$ cat src/rtl/fft_output_reorder.sv
// fft_output_reorder: streaming bit-reversal reorder buffer for the 16-point FFT.
// Samples arrive in bit-reversed order and are written into one bank of a
// ping-pong buffer. Each completed frame is replayed in natural frequency
// order from the other bank, one sample per clock.
// Optional feature: define FFT_OUT_SCALE_EN to divide every output word by N.
// The division is done by adjusting the IEEE-754 exponent field.
module fft_output_reorder #(
    parameter int DATA_W = 32,
    parameter int N      = 16,
    parameter int LOG2N  = 4
) (
    input  logic              clk,
    input  logic              rst,
    input  logic              en,
    input  logic [DATA_W-1:0] in_real,
    input  logic [DATA_W-1:0] in_imag,
    output logic [DATA_W-1:0] out_real,
    output logic [DATA_W-1:0] out_imag,
    output logic              out_valid,
    output logic [LOG2N-1:0]  out_index,
    output logic              finish
);

    typedef enum logic {IDLE, READ} state_t;

    localparam logic [LOG2N-1:0] LAST = LOG2N'(N - 1);

    state_t            state;
    state_t            next_state;
    logic [LOG2N-1:0]  wr_cnt;
    logic [LOG2N-1:0]  rd_cnt;
    logic              wr_bank;
    logic              rd_bank;
    logic              frame_done;
    logic              last_rd;
    logic [DATA_W-1:0] rd_real;
    logic [DATA_W-1:0] rd_imag;
    logic [DATA_W-1:0] nxt_real;
    logic [DATA_W-1:0] nxt_imag;

    logic [DATA_W-1:0] mem_real [0:1][0:N-1];
    logic [DATA_W-1:0] mem_imag [0:1][0:N-1];

    function automatic logic [LOG2N-1:0] bitrev(input logic [LOG2N-1:0] a);
        logic [LOG2N-1:0] r;
        for (int i = 0; i < LOG2N; i++) begin
            r[i] = a[LOG2N-1-i];
        end
        return r;
    endfunction

    assign frame_done = en && (wr_cnt == LAST);
    assign last_rd    = (state == READ) && (rd_cnt == LAST);
    assign rd_real    = mem_real[rd_bank][rd_cnt];
    assign rd_imag    = mem_imag[rd_bank][rd_cnt];

`ifdef FFT_OUT_SCALE_EN
    // Divide by N: inf/NaN pass through, tiny values flush to signed zero.
    function automatic logic [DATA_W-1:0] scale_word(input logic [DATA_W-1:0] w);
        logic [7:0] e;
        e = w[30:23];
        if (e == 8'hFF) begin
            scale_word = w;
        end else if (e <= 8'(LOG2N)) begin
            scale_word = {w[DATA_W-1], {(DATA_W-1){1'b0}}};
        end else begin
            scale_word = {w[DATA_W-1], e - 8'(LOG2N), w[22:0]};
        end
    endfunction

    assign nxt_real = scale_word(rd_real);
    assign nxt_imag = scale_word(rd_imag);
`else
    assign nxt_real = rd_real;
    assign nxt_imag = rd_imag;
`endif

    // Write counter advances per accepted sample; bank flips when a frame completes.
    always_ff @(posedge clk) begin
        if (!rst) begin
            wr_cnt  <= '0;
            wr_bank <= 1'b0;
        end else if (en) begin
            wr_cnt <= wr_cnt + 1'b1;
            if (wr_cnt == LAST) begin
                wr_bank <= ~wr_bank;
            end
        end
    end

    // Store each incoming sample at its bit-reversed (natural-order) slot.
    always_ff @(posedge clk) begin
        if (rst && en) begin
            mem_real[wr_bank][bitrev(wr_cnt)] <= in_real;
            mem_imag[wr_bank][bitrev(wr_cnt)] <= in_imag;
        end
    end

    // Read FSM state register.
    always_ff @(posedge clk) begin
        if (!rst) begin
            state <= IDLE;
        end else begin
            state <= next_state;
        end
    end

    // Next state: start reading on a completed frame, chain frames back to back.
    always_comb begin
        next_state = state;
        case (state)
            IDLE: begin
                if (frame_done) begin
                    next_state = READ;
                end
            end
            READ: begin
                if ((rd_cnt == LAST) && !frame_done) begin
                    next_state = IDLE;
                end
            end
            default: next_state = IDLE;
        endcase
    end

    // Read pointer: rewinds and latches the freshly completed bank on frame_done.
    always_ff @(posedge clk) begin
        if (!rst) begin
            rd_cnt  <= '0;
            rd_bank <= 1'b0;
        end else if (frame_done) begin
            rd_cnt  <= '0;
            rd_bank <= wr_bank;
        end else if (state == READ) begin
            rd_cnt <= rd_cnt + 1'b1;
        end
    end

    // Output registers: data and index only change while reading.
    always_ff @(posedge clk) begin
        if (!rst) begin
            out_real  <= '0;
            out_imag  <= '0;
            out_index <= '0;
            out_valid <= 1'b0;
            finish    <= 1'b0;
        end else begin
            out_valid <= (state == READ);
            finish    <= last_rd;
            if (state == READ) begin
                out_real  <= nxt_real;
                out_imag  <= nxt_imag;
                out_index <= rd_cnt;
            end
        end
    end

endmodule

$ cat config.mk
export PLATFORM = sky130hd
export DESIGN_NAME = fft_output_reorder
export DESIGN_NICKNAME = d
export VERILOG_FILES = /design/src/rtl/fft_output_reorder.sv
export SDC_FILE = /design/constraint.sdc
export NUM_CORES = 2
export LEC_CHECK = 0
export CORE_ASPECT_RATIO = 1.5
export CORE_MARGIN = 1.5
export CORE_UTILIZATION = 35
export CTS_CLUSTER_DIAMETER = 200
export CTS_CLUSTER_SIZE = 12
export DETAILED_ROUTE_END_ITERATION = 10
export PLACE_DENSITY = 0.48
export SLEW_MARGIN = 20
export SYNTH_ARGS = -nofsm -noshare
export SYNTH_HDL_FRONTEND = slang
export SYNTH_SLANG_ARGS = --single-unit
$ cat constraint.sdc
create_clock -name clk -period 7.3 [get_ports clk]
set_clock_uncertainty 0.15 [all_clocks]
set_input_delay 1.095 -clock clk [delete_from_list [all_inputs] [get_ports clk]]
set_output_delay 1.095 -clock clk [all_outputs]
set_load 0.03 [all_outputs]
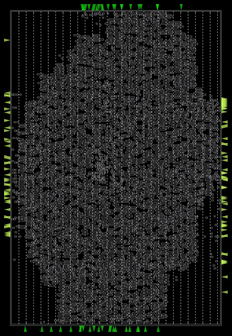
(images/placement.png)
Seq area share: 68.55%
core utilization of the finished layout: 40.01%
# Taps: 3052

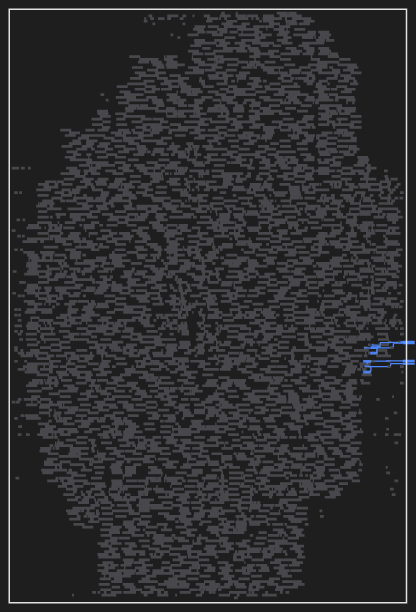
(images/io_fan.png)
Scale: 1 px per micron.
| colour | port | bits | direction | edge | end cells | buffers | wire |
|---|---|---|---|---|---|---|---|
| blue | `out_index` | 4 | output | right | 4 | 4 | 166 microns |

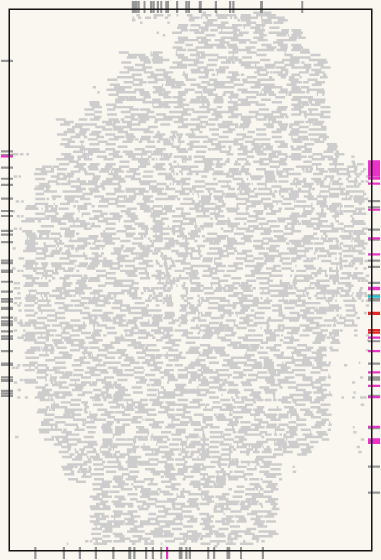
(images/io_placement.png)
Pins as bars across the die edge, other pins in grey.
| colour | port | pins | direction | edge |
|---|---|---|---|---|
| red | `out_index` | 4 | output | right |
| magenta | `out_real` | 32 | output | 30 right, 1 left, 1 bottom |
| cyan | `finish` | 1 | output | right |

==> results.cfg <==
; synthesis and place-and-route metrics
[cells_and_area]
clk_share_pct = 6.246
sequential_cell_total = 2130
seqCellArea_sq_um = 63150
synthToLayoutAreaGrowth_pct = 13.81
reg_top3 = mem_imag (1024), mem_real (1024)
logic_area_sq_um = 16850
antenna_cells = 4
final_area_sq_um = 92120
num-nets-final = 4061
buf_share_pct = 2.734
area_dominant_class = flip-flops and latches
inverters_excl_clock = 5
mostFrequentLayoutCells = edfxtp_1 (2048), mux2i_1 (453), mux4_2 (384)
combAreaFraction_pct = 18.29
logic_gates = 1377
filler_cell_count = 20520
num-clock-buffers = 353
post_route_cells_drive_above_1_share_pct = 19.11
finalNonFillerCells = 7196
lay_top_count = edfxtp_1

[power]
share_clk_of_total_power_pct = 41.3
power.internal_mw = 18.77
total_power_mw = 23.51
pwr_density_cell_nw_per_um2 = 255.2
comb_power_uw = 365
power_switching_share_pct = 20.14
combinationalPowerShare_pct = 1.6

[worst_setup_path]
instance_count_on_the_critical_path = 4
worst-r2r-setup-slack_ps = 3570
crit_path_end_kind = flop
crit_family = simple AND/OR/NAND/NOR gates
rr_startpoint = rd_cnt[0]$_SDFFE_PP0P_
rr_endpoint = out_imag[19]$_SDFFE_PN0P_
critical_path.max_fanout = 23
critical_path_class = in -> reg
max_stage_delay_ps = 1140
worstRegToRegCells = 6
cp_data_arrival_time_ps = 4370
critical-path-slowest-cell = nor2_4
cp-startpoint = en
critical_path.cell_chain = clkdlybuf4s50_1 -> nand3_1 -> nor2_4 -> buf_4
worst-endpoint-required_ps = 7650

[clock_tree]
post_cts.resized_instances = 0
post_cts.repair.setup_buffers = 0
clockBufferDepth = 4
number_of_buffers_inserted_during_clock_tree_synthesis = 203
cts.sinks = 2130
ctsHoldBuffers = 0
cts.clk_slew.worst_paths_ps = 60
cts_max_level = 4

[die]
die_height_microns = 592.0
core_area_sq_um = 230300
initCoreUtil_pct = 35.15
row_count = 216
pin_count = 137

[global_route]
grt_pass1_vias = 40161
busiest_layer = met2
met1_usage_pct = 23.94
gr-usage-met3_pct = 2.527
use_met2_pct = 32.91
track_usage_pct = 18.68
grt_antenna_before_repair = 8
grt_start_max_net_pins = 119

[sta]
finalWorstSetupSlack_ps = 3281
slew_headroom_pct = 22.97
post-route-period-util_pct = 55.06
worst-slew-pin-transition_ps = 1153
totalNegativeSetupSlack_ps = 0
finalWorstPathRequiredPeriod_ps = 4019
rsz0062_at_grt = false
drv_slew = 0
hold_violations = 0

[routing]
maxUsedRoutingLayer = met5
dr_wl_met3_microns = 9776
vias = 38124
routed-wl-met2_microns = 114500
avgRoutedWirePerCell_microns = 30.62
drt_pass1_iterations = 5
drcViolationCount = 0
antenna_left = 0
wl_microns = 220400
dr.first_iter.drc_count = 3173

[place]
area_after_detailed_placement_sq_um = 86360
dp_worst_setup_slack_ps = 2387
finalWeightedCongestion = 0.7547
dpl.cell_count = 6836
io_buffer_count = 136

[run]
number_of_maximum_capacitance_violations = 0

[synth]
ys_sh_mux_pct = 16.29
ys.flop_type = edfxtp_1
topCellsByArea = edfxtp_1 (76%), mux4_2 (11%), mux2i_1 (5.6%), dfxtp_1 (2.0%), a32o_1 (0.79%)
top_logic_kind = multiplexers
simple_gate_share_pct = 1.028
syn_inst = 3724
synth.yosys.num_cells = 3724
edf_count = 2048
yosys.cell_count.top_type = edfxtp_1
cell_types_with_the_highest_counts_after_synthesis = edfxtp_1 (2048), mux2i_1 (453), mux4_2 (384), nor2_1 (97), dfxtp_1 (82)
yosys_register_bits = 2130
compound_area_share_pct = 3.028
post_synth_instance_area_sq_um = 80940
syn_area_per_cell_sq_um = 21.74

[outcome]
status = complete, no violations

[hold_path]
origin_of_the_worst_min_delay_path = rd_bank$_SDFFE_PN0P_
hold_class = reg -> reg
min_delay_worst_endpoint = rd_bank$_SDFFE_PN0P_
